## src/rtl/collision_engine_if.sv

```systemverilog
// Bus between the game-state FSM and the collision engine.
// Master issues evaluate/clear and snapshots; slave returns crash state.
interface collision_engine_if #(
  parameter int Y_WIDTH   = 7,
  parameter int X_WIDTH   = 8,
  parameter int NUM_PIPES = 4,
  parameter int IDX_WIDTH = 2
);
  logic                           evaluateCollision;
  logic                           clearCrash;
  logic [Y_WIDTH-1:0]             yBird;
  logic [NUM_PIPES-1:0]           pipeValid;
  logic [NUM_PIPES*X_WIDTH-1:0]   pipeX;
  logic [NUM_PIPES*Y_WIDTH-1:0]   gapTop;
  logic                           busy;
  logic                           done;
  logic                           crashHappen;
  logic [1:0]                     crashCause;
  logic [IDX_WIDTH-1:0]           crashPipe;

  modport master (
    output evaluateCollision,
    output clearCrash,
    output yBird,
    output pipeValid,
    output pipeX,
    output gapTop,
    input  busy,
    input  done,
    input  crashHappen,
    input  crashCause,
    input  crashPipe
  );

  modport slave (
    input  evaluateCollision,
    input  clearCrash,
    input  yBird,
    input  pipeValid,
    input  pipeX,
    input  gapTop,
    output busy,
    output done,
    output crashHappen,
    output crashCause,
    output crashPipe
  );
endinterface

```

## src/rtl/collision_engine.sv

```systemverilog
// Bird collision engine: floor/ceiling check, then one pipe per cycle.
// Keeps a sticky crash flag with cause and pipe index until cleared.
module collision_engine #(
  parameter int Y_WIDTH   = 7,
  parameter int X_WIDTH   = 8,
  parameter int NUM_PIPES = 4,
  parameter int IDX_WIDTH = 2,
  parameter int FLOOR_Y   = 116,
  parameter int CEIL_EN   = 1,
  parameter int CEIL_Y    = 0,
  parameter int BIRD_X    = 20,
  parameter int BIRD_W    = 6,
  parameter int BIRD_H    = 6,
  parameter int PIPE_W    = 10,
  parameter int GAP_H     = 32
) (
  input logic clk,
  input logic resetHigh,
  collision_engine_if.slave bus
);

  typedef enum logic [1:0] {
    IDLE,
    SURFACE,
    SCAN,
    DONE
  } state_t;

  localparam int YE = Y_WIDTH + 1;
  localparam int XE = X_WIDTH + 1;

  localparam logic [YE-1:0] FY = YE'(FLOOR_Y);
  localparam logic [YE-1:0] CY = YE'(CEIL_Y);
  localparam logic [YE-1:0] BH = YE'(BIRD_H);
  localparam logic [YE-1:0] GH = YE'(GAP_H);
  localparam logic [XE-1:0] BL = XE'(BIRD_X);
  localparam logic [XE-1:0] BR = XE'(BIRD_X + BIRD_W);
  localparam logic [XE-1:0] PW = XE'(PIPE_W);

  localparam logic CEIL_ON = (CEIL_EN != 0);

  localparam logic [IDX_WIDTH-1:0] LAST =
    IDX_WIDTH'(NUM_PIPES - 1);

  localparam logic [1:0] C_FLOOR = 2'd1;
  localparam logic [1:0] C_CEIL  = 2'd2;
  localparam logic [1:0] C_PIPE  = 2'd3;

  state_t state_q, state_d;

  logic [Y_WIDTH-1:0]   y_q, y_d;
  logic [NUM_PIPES-1:0] vld_q, vld_d;
  logic [X_WIDTH-1:0]   px_q [NUM_PIPES];
  logic [X_WIDTH-1:0]   px_d [NUM_PIPES];
  logic [Y_WIDTH-1:0]   gt_q [NUM_PIPES];
  logic [Y_WIDTH-1:0]   gt_d [NUM_PIPES];
  logic [IDX_WIDTH-1:0] idx_q, idx_d;

  logic                 crash_q, crash_d;
  logic [1:0]           cause_q, cause_d;
  logic [IDX_WIDTH-1:0] cpipe_q, cpipe_d;

  logic [YE-1:0] y_e;
  logic [YE-1:0] gt_e;
  logic [XE-1:0] px_e;
  logic          floor_hit;
  logic          ceil_hit;
  logic          x_ovl;
  logic          y_out;
  logic          pipe_hit;

  // Hit tests on the snapshot; sums widened so nothing wraps
  always_comb begin
    y_e       = {1'b0, y_q};
    gt_e      = {1'b0, gt_q[idx_q]};
    px_e      = {1'b0, px_q[idx_q]};
    floor_hit = (y_e >= FY);
    ceil_hit  = CEIL_ON && (y_e <= CY);
    x_ovl     = (px_e < BR) && ((px_e + PW) > BL);
    y_out     = (y_e < gt_e) || ((y_e + BH) > (gt_e + GH));
    pipe_hit  = vld_q[idx_q] && x_ovl && y_out;
  end

  // Next-state, snapshot capture and sticky crash update
  always_comb begin
    state_d = state_q;
    y_d     = y_q;
    vld_d   = vld_q;
    px_d    = px_q;
    gt_d    = gt_q;
    idx_d   = idx_q;
    crash_d = crash_q;
    cause_d = cause_q;
    cpipe_d = cpipe_q;
    unique case (state_q)
      IDLE: begin
        if (bus.clearCrash) begin
          crash_d = 1'b0;
          cause_d = 2'd0;
          cpipe_d = '0;
        end
        if (bus.evaluateCollision) begin
          y_d   = bus.yBird;
          vld_d = bus.pipeValid;
          for (int i = 0; i < NUM_PIPES; i++) begin
            px_d[i] = bus.pipeX[i*X_WIDTH +: X_WIDTH];
            gt_d[i] = bus.gapTop[i*Y_WIDTH +: Y_WIDTH];
          end
          state_d = SURFACE;
        end
      end
      SURFACE: begin
        if (floor_hit) begin
          state_d = DONE;
          if (!crash_q) begin
            crash_d = 1'b1;
            cause_d = C_FLOOR;
            cpipe_d = '0;
          end
        end else if (ceil_hit) begin
          state_d = DONE;
          if (!crash_q) begin
            crash_d = 1'b1;
            cause_d = C_CEIL;
            cpipe_d = '0;
          end
        end else begin
          idx_d   = '0;
          state_d = SCAN;
        end
      end
      SCAN: begin
        if (pipe_hit) begin
          state_d = DONE;
          if (!crash_q) begin
            crash_d = 1'b1;
            cause_d = C_PIPE;
            cpipe_d = idx_q;
          end
        end else if (idx_q == LAST) begin
          state_d = DONE;
        end else begin
          idx_d = idx_q + 1'b1;
        end
      end
      DONE: begin
        state_d = IDLE;
      end
    endcase
  end

  // State, snapshot and crash registers
  always_ff @(posedge clk or posedge resetHigh) begin
    if (resetHigh) begin
      state_q <= IDLE;
      y_q     <= '0;
      vld_q   <= '0;
      idx_q   <= '0;
      crash_q <= 1'b0;
      cause_q <= 2'd0;
      cpipe_q <= '0;
      for (int i = 0; i < NUM_PIPES; i++) begin
        px_q[i] <= '0;
        gt_q[i] <= '0;
      end
    end else begin
      state_q <= state_d;
      y_q     <= y_d;
      vld_q   <= vld_d;
      idx_q   <= idx_d;
      crash_q <= crash_d;
      cause_q <= cause_d;
      cpipe_q <= cpipe_d;
      px_q    <= px_d;
      gt_q    <= gt_d;
    end
  end

  assign bus.busy        = (state_q != IDLE);
  assign bus.done        = (state_q == DONE);
  assign bus.crashHappen = crash_q;
  assign bus.crashCause  = cause_q;
  assign bus.crashPipe   = cpipe_q;

endmodule

```

## src/flat_wrapper.sv

```systemverilog
// flat-port wrapper written by rule: the top's interface ports become plain ports
module collision_engine_flat 
#(
  parameter int Y_WIDTH   = 7,
  parameter int X_WIDTH   = 8,
  parameter int NUM_PIPES = 4,
  parameter int IDX_WIDTH = 2,
  parameter int FLOOR_Y   = 116,
  parameter int CEIL_EN   = 1,
  parameter int CEIL_Y    = 0,
  parameter int BIRD_X    = 20,
  parameter int BIRD_W    = 6,
  parameter int BIRD_H    = 6,
  parameter int PIPE_W    = 10,
  parameter int GAP_H     = 32
)
  (clk, resetHigh, bus_evaluateCollision, bus_clearCrash, bus_yBird, bus_pipeValid, bus_pipeX, bus_gapTop, bus_busy, bus_done, bus_crashHappen, bus_crashCause, bus_crashPipe);
  collision_engine_if #(.Y_WIDTH(Y_WIDTH), .X_WIDTH(X_WIDTH), .NUM_PIPES(NUM_PIPES), .IDX_WIDTH(IDX_WIDTH)) bus_i ();
  input logic clk;
  input logic resetHigh;
  input wire logic [$bits(bus_i.evaluateCollision)-1:0] bus_evaluateCollision;
  input wire logic [$bits(bus_i.clearCrash)-1:0] bus_clearCrash;
  input wire logic [$bits(bus_i.yBird)-1:0] bus_yBird;
  input wire logic [$bits(bus_i.pipeValid)-1:0] bus_pipeValid;
  input wire logic [$bits(bus_i.pipeX)-1:0] bus_pipeX;
  input wire logic [$bits(bus_i.gapTop)-1:0] bus_gapTop;
  output wire logic [$bits(bus_i.busy)-1:0] bus_busy;
  output wire logic [$bits(bus_i.done)-1:0] bus_done;
  output wire logic [$bits(bus_i.crashHappen)-1:0] bus_crashHappen;
  output wire logic [$bits(bus_i.crashCause)-1:0] bus_crashCause;
  output wire logic [$bits(bus_i.crashPipe)-1:0] bus_crashPipe;
  assign bus_i.evaluateCollision = bus_evaluateCollision;
  assign bus_i.clearCrash = bus_clearCrash;
  assign bus_i.yBird = bus_yBird;
  assign bus_i.pipeValid = bus_pipeValid;
  assign bus_i.pipeX = bus_pipeX;
  assign bus_i.gapTop = bus_gapTop;
  assign bus_busy = bus_i.busy;
  assign bus_done = bus_i.done;
  assign bus_crashHappen = bus_i.crashHappen;
  assign bus_crashCause = bus_i.crashCause;
  assign bus_crashPipe = bus_i.crashPipe;
  collision_engine #(.Y_WIDTH(Y_WIDTH), .X_WIDTH(X_WIDTH), .NUM_PIPES(NUM_PIPES), .IDX_WIDTH(IDX_WIDTH), .FLOOR_Y(FLOOR_Y), .CEIL_EN(CEIL_EN), .CEIL_Y(CEIL_Y), .BIRD_X(BIRD_X), .BIRD_W(BIRD_W), .BIRD_H(BIRD_H), .PIPE_W(PIPE_W), .GAP_H(GAP_H)) u_core (.clk(clk), .resetHigh(resetHigh), .bus(bus_i));
endmodule
```

## config.mk

```make
export PLATFORM = sky130hd
export DESIGN_NAME = collision_engine_flat
export DESIGN_NICKNAME = d
export VERILOG_FILES = /design/src/rtl/collision_engine_if.sv /design/src/rtl/collision_engine.sv /design/src/flat_wrapper.sv
export SDC_FILE = /design/constraint.sdc
export NUM_CORES = 1
export LEC_CHECK = 0
export ABC_AREA = 1
export CAP_MARGIN = 20
export CORE_MARGIN = 2
export CORE_UTILIZATION = 52
export CTS_BUF_LIST = sky130_fd_sc_hd__clkbuf_16
export DETAILED_ROUTE_END_ITERATION = 7
export HOLD_SLACK_MARGIN = 0.08
export PLACE_DENSITY_LB_ADDON = 0.1
export SKIP_LAST_GASP = 1
export SYNTH_ARGS = -nofsm -noshare
export SYNTH_HDL_FRONTEND = slang
export SYNTH_SLANG_ARGS = --single-unit
```

## constraint.sdc

```tcl
create_clock -name clk -period 2.9 [get_ports clk]
set_input_delay 0.58 -clock clk [delete_from_list [all_inputs] [get_ports clk]]
set_output_delay 0.58 -clock clk [all_outputs]
set_load 0.02 [all_outputs]
```

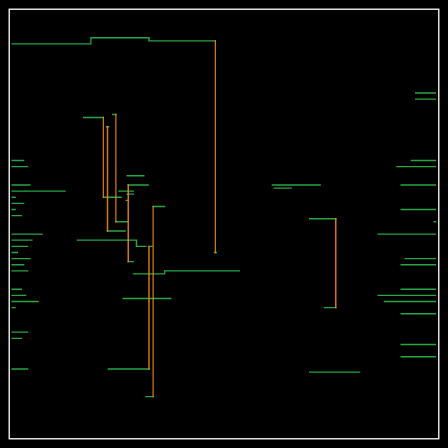
(images/metal_stack.png)
Two of the layers only.
orange -> met4  # wire length 218 um
green -> met3  # wire length 368 um

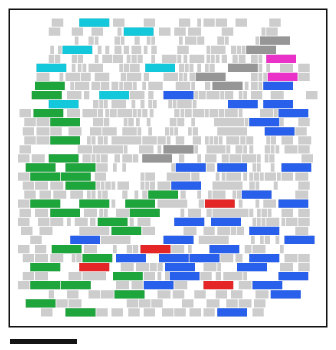
(images/registers.png)
Bar = 20 um.
red -> `u_core.vld_q`  # flops 4, where bottom center
cyan -> `u_core.y_q`  # flops 7
magenta -> `u_core.bus.crashPipe`  # flops 2
green -> `u_core.gt_q`  # flops 28
blue -> `u_core.px_q`  # flops 32
seq pwr: 2.03 mW
fin util: 0.683
register area: 2000 um2

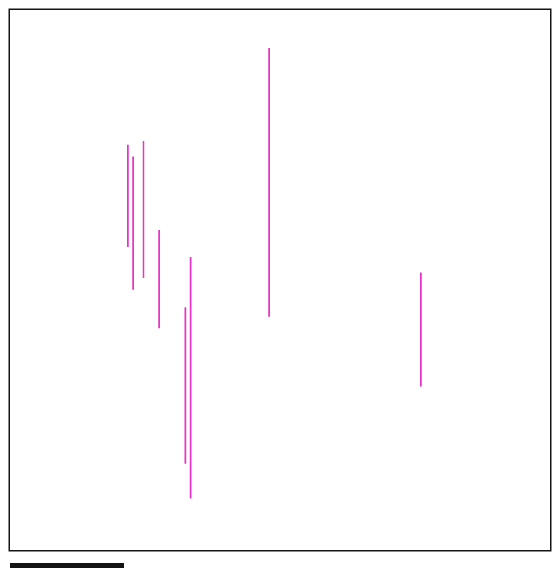
(images/met4.png)
Bar = 20 um.
share of all routed wire = 2.3%
longest straight run = 46.9 um
main direction = vertical
wire length on this layer = 218 um
Via Count: 3338
Detailed Route WL: 9370 um

==> impl_metrics.csv <==
group,metric,value,unit
status,status,"finished, final reports clean",
clock_network,htreeDepth,3,
placed_design,dp_cells,618,
floorplanning,die_x,94.9,um
clock_network,numCtsBuffers,9,
layout,stdcell_count,632,
clock_network,clockBufferDepth,2,
sta,setup_viol,0,
synthesis,aoi_share,0.0705,
route,first_pass_iters,4,
synthesis,synth_stat.cells,441,
pwr,finalPower,6.47,mW
synthesis,top_cells_by_count,"nand2_1, dfrtp_1, mux2_2",
run,warning_count,32,
floorplanning,die_h,94.9,um
sta,tightest_slew,0.529,ns
floorplanning,die_area,9010,um2
layout,buffers,90,
route,antenna_left,0,
synthesis,netlist.area_leader.share,0.466,
global_route,grt_pass1_wl,16000,um
clock_network,cts_setup_buffers,0,
global_route,grt-ovfl-total,0,
worst_setup_path,cp_max_fo,17,
layout,n_all_inverters,39,
route,drc,0,
layout,largest-register,"u_core.px_q",
worst_setup_path,setup.worst_path.end,"u_core.bus.crashCause[1]",
synthesis,synth_area_leader_cell,"dfrtp_1",
floorplanning,nWellTaps,105,
placed_design,port_buffers,81,
sta,rsz0062_at_grt,"false",
No activity file was given, so power comes from the tool's default toggle rates.
